==> config.mk <==
export PLATFORM = sky130hd
export DESIGN_NAME = fetch_unit
export DESIGN_NICKNAME = d
export VERILOG_FILES = /design/src/rtl/fetch_unit_pkg.sv /design/src/rtl/fetch_pc_reg.sv /design/src/rtl/fetch_unit.sv
export SDC_FILE = /design/constraint.sdc
export NUM_CORES = 1
export LEC_CHECK = 0
export ABC_AREA = 1
export CAP_MARGIN = 0
export CORE_MARGIN = 5
export CORE_UTILIZATION = 45
export CTS_CLUSTER_DIAMETER = 200
export DETAILED_ROUTE_END_ITERATION = 7
export GPL_TIMING_DRIVEN = 0
export PLACE_DENSITY_LB_ADDON = 0.05
export RECOVER_POWER = 25
export REMOVE_ABC_BUFFERS = 1
export SLEW_MARGIN = 20
export SYNTH_ARGS = -nofsm -noshare
export SYNTH_HDL_FRONTEND = slang
export SYNTH_SLANG_ARGS = --single-unit
==> constraint.sdc <==
create_clock -name clk -period 2.15 [get_ports clk]
set_clock_uncertainty 0.15 [all_clocks]
set_input_delay 0.215 -clock clk [delete_from_list [all_inputs] [get_ports clk]]
set_output_delay 0.215 -clock clk [all_outputs]
set_load 0.03 [all_outputs]
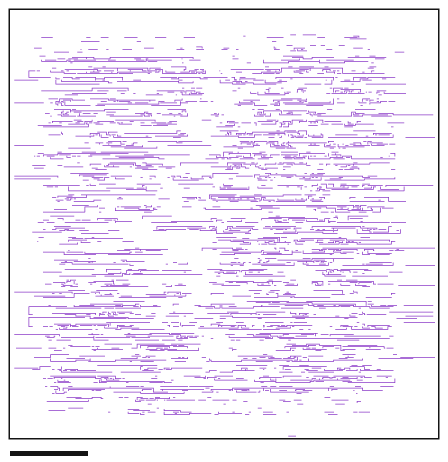
Figure 1: M1 wires.
Scale bar: 20 um.
wire length on this layer: 5980 um
longest straight run: 33.1 um
share of all routed wire: 37%
main direction: horizontal
met1 usage: 0.2815
via count: 5169
routed wire length: 16370 um

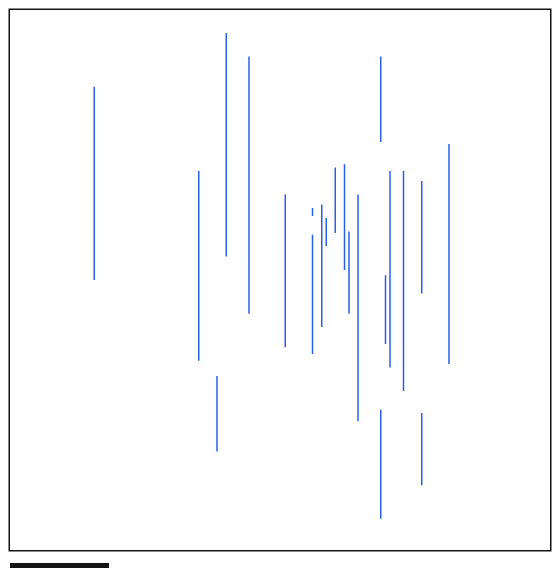
Figure 2: M4 wires.
Scale bar: 20 um.
main direction: vertical
wire length on this layer: 587 um
share of all routed wire: 3.6%
nets with wire on the layer: 20

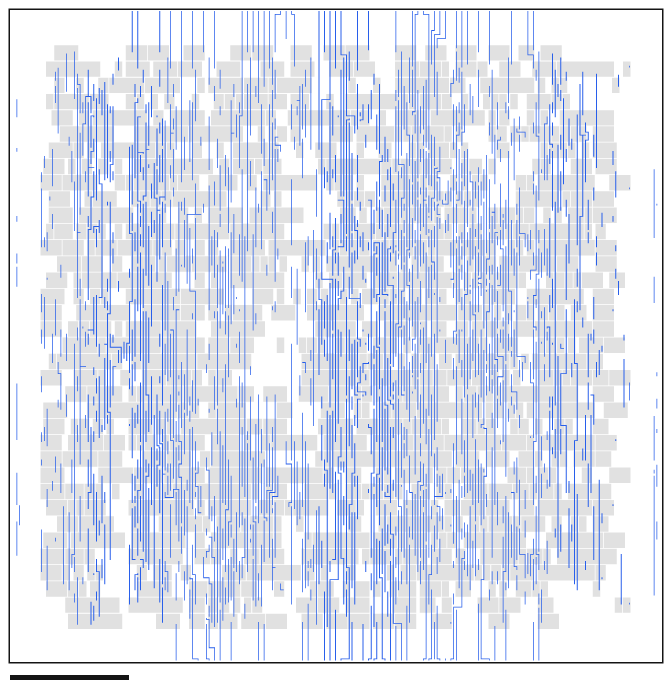
Figure 3: met2 routing.
Scale bar: 20 um. Cells faint in the background.
main direction: vertical
nets with wire on the layer: 789
wire length on this layer: 8430 um
longest straight run: 45.6 um
share of all routed wire: 51%
GR Layer Usage met2: 0.4535

==> metrics.cfg <==
[global_route]
grt_pass1_vias = 4914
overflow = 0
grt_pass1_wl_um = 23620
grt_usage = 0.2526
grt_antenna_before_repair = 0

[detailed_routing]
wl_per_cell_um = 16.39
via_per_inst = 5.174
ant_nets = 0
drc = 0
drtPass1Iterations = 7
drt_iter0_markers = 217

[setup_path]
critPathKind = reg2out
crit_path_end_kind = primary output
cp.required_ns = 1.78
crit_path_start_kind = flip-flop
cp_max_fo = 5
crit_top_cell = nor2_4
arrival_ns = 1.88
critPathSlowestCell = dfrtp_1
slowest_delay_ns = 0.44
rrSetupSlack_ns = 0.14
worst-r2r-cell-count = 12
cp_cell_sequence = ha_4 > inv_4 > nor2_4 > nand2_4 > nor2_4 > nand4_1 > nand3_2 > inv_2 > buf_6

[pwr]
powerDensity_nw_per_um2 = 784.2
leakage_nw = 3.648
peakVddDrop_uv = 453.4

[floorplan]
dieArea_um2 = 11920
core_um2 = 9684
fp-utilization = 0.4571
rows = 36
io_pins = 168
die_w_um = 109.2
die_height_um = 109.2

[logic_synthesis]
yosys_cells = 654
ys_warn_count = 0
ys.flops = 65
ys_area_um2 = 4427
netlist_instances = 654
top_area_cell = dfrtp_1
synth.distinct_cells = 32
ys_seq_frac = 0.3674
synth_area_um2 = 4427
synth.top_cell.area_share = 0.3674
top_cells_by_area = dfrtp_1, nand2_1, inv_1, nand3_1, o21ai_2
avgSynthCellArea_um2 = 6.769

[clocking]
clk_path_buf_depth = 2
htree_levels = 3
cts_buffers = 9
clkTransAtPathRegs_ns = 0.07
clk_latency_ns = 0.35
clockRootBuffer = clkbuf_8
clock-sinks = 65

[cells_and_area]
area_delta_synth_final_pct = 69.25
largest_register_ffs = 32
nets = 931
final_cell_count_no_fill = 999
n_fill_cell = 682
postLayoutCoreUtil = 0.7736
drive_above_1_share = 0.3187

[placement]
dp.cells = 925

[job]
tool_warnings = 29
cap_violations = 0

[sta]
period_minus_slack_ns = 2.243
setup_violations = 26
hold_viol = 0
setup_slack_ns = -0.09324
slew_violations = 0
relSlewSlack = 0.3415
clock.fmax_mhz = 445.8
rsz0062_at_grt = yes
min_period_over_period = 1.043
hold_slack_ns = 0.2032

[min_path]
hold_path_class = in2reg
holdPathStages = 3

[outcome]
violations = setup timing
outcome = finished with violations

cell families after synthesis:
group	count (synthesis)	synth area share
other cells	1	0.0008471
xor+xnor	4	0.007913
flops	65	0.3674
compound gates	97	0.1444
fa+ha+maj	1	0.002826
simple gates	340	0.3366
buf+inv	146	0.1399
per-layer routing:
layer	up-vias	share of wire	GRT usage
li1	2451	-	-
met1	2449	0.37	0.2815
met2	221	0.51	0.4535
met3	48	0.084	0.05861
met4	0	0.036	0.1175
met5	-	0	0
metrics by stage:
stage / instance area [um^2] / worst slack [ns] / setup TNS [ns] / total power, mW
finish: 7492 / -0.09324 / -0.8693 / 5.876
CTS: 6780 / -0.06676 / -0.5517 / 5.590
floorplan: 4268 / -0.4355 / -2.145 / 3.006
global route: 7492 / -0.1651 / -3.956 / 6.191
global placement: 6046 / -2.225 / -318.59 / 3.733
detailed placement: 6071 / -1.420 / -96.13 / 3.820
power by group:
group          internal (mW)  total (mW)  switching [mW]
sequential              1.62        1.97           0.353
combinational           1.04        2.44            1.40
clock                  0.950        1.46           0.514
what timing repair did:
item | CTS | global route
endpoints found under the setup margin | 91 | 65
hold endpoints to repair | 65 | 0
pin swaps | 20 | 19
hold buffers | 1 | 0
setup buffers | 28 | 21
gates cloned | 6 | 2
resized | 442 | 163
cell type report:
type / count / area, um^2 / area share
Clock buffer: 11 / 151.4 / 0.02021
Clock inverter: 5 / 125.1 / 0.01670
Inverter: 119 / 461.7 / 0.06162
Multi-Input combinational cell: 450 / 2765 / 0.3691
Sequential cell: 65 / 1649 / 0.2201
Tap cell: 133 / 166.4 / 0.02221
Timing Repair Buffer: 214 / 2160 / 0.2882
Timing Repair inverter: 2 / 13.76 / 0.001837
synth_stat cells:
cell and count:
nand4_4 1, o31ai_1 1, nand3b_1 2, conb_1 1
o211ai_1 6, a21o_1 1, xor2_1 4, nand3_2 2
inv_1 116, buf_2 7, o21bai_1 2, nand2_1 186
buf_6 5, a21oi_1 3, nand4_1 3, inv_4 1
o21ai_2 30, nor2_4 4, ha_1 1, dfrtp_1 65
nor2_1 50, nor2_2 6, o21ai_1 9, or2_2 3
clkbuf_1 9, nand3_1 77, inv_2 2, o21ai_0 44
nand2_2 5, nand2_4 1, buf_4 6, o211ai_4 1
worst max-delay path: cells and delay by family (launching register included):
family	cells	cell delay (ns)
AND/OR/NAND/NOR	5	0.68
flip-flops	1	0.44
buffers and inverters	3	0.22
adder cells (fa/ha/maj)	1	0.21
No activity file was given, so power comes from the tool's default toggle rates.
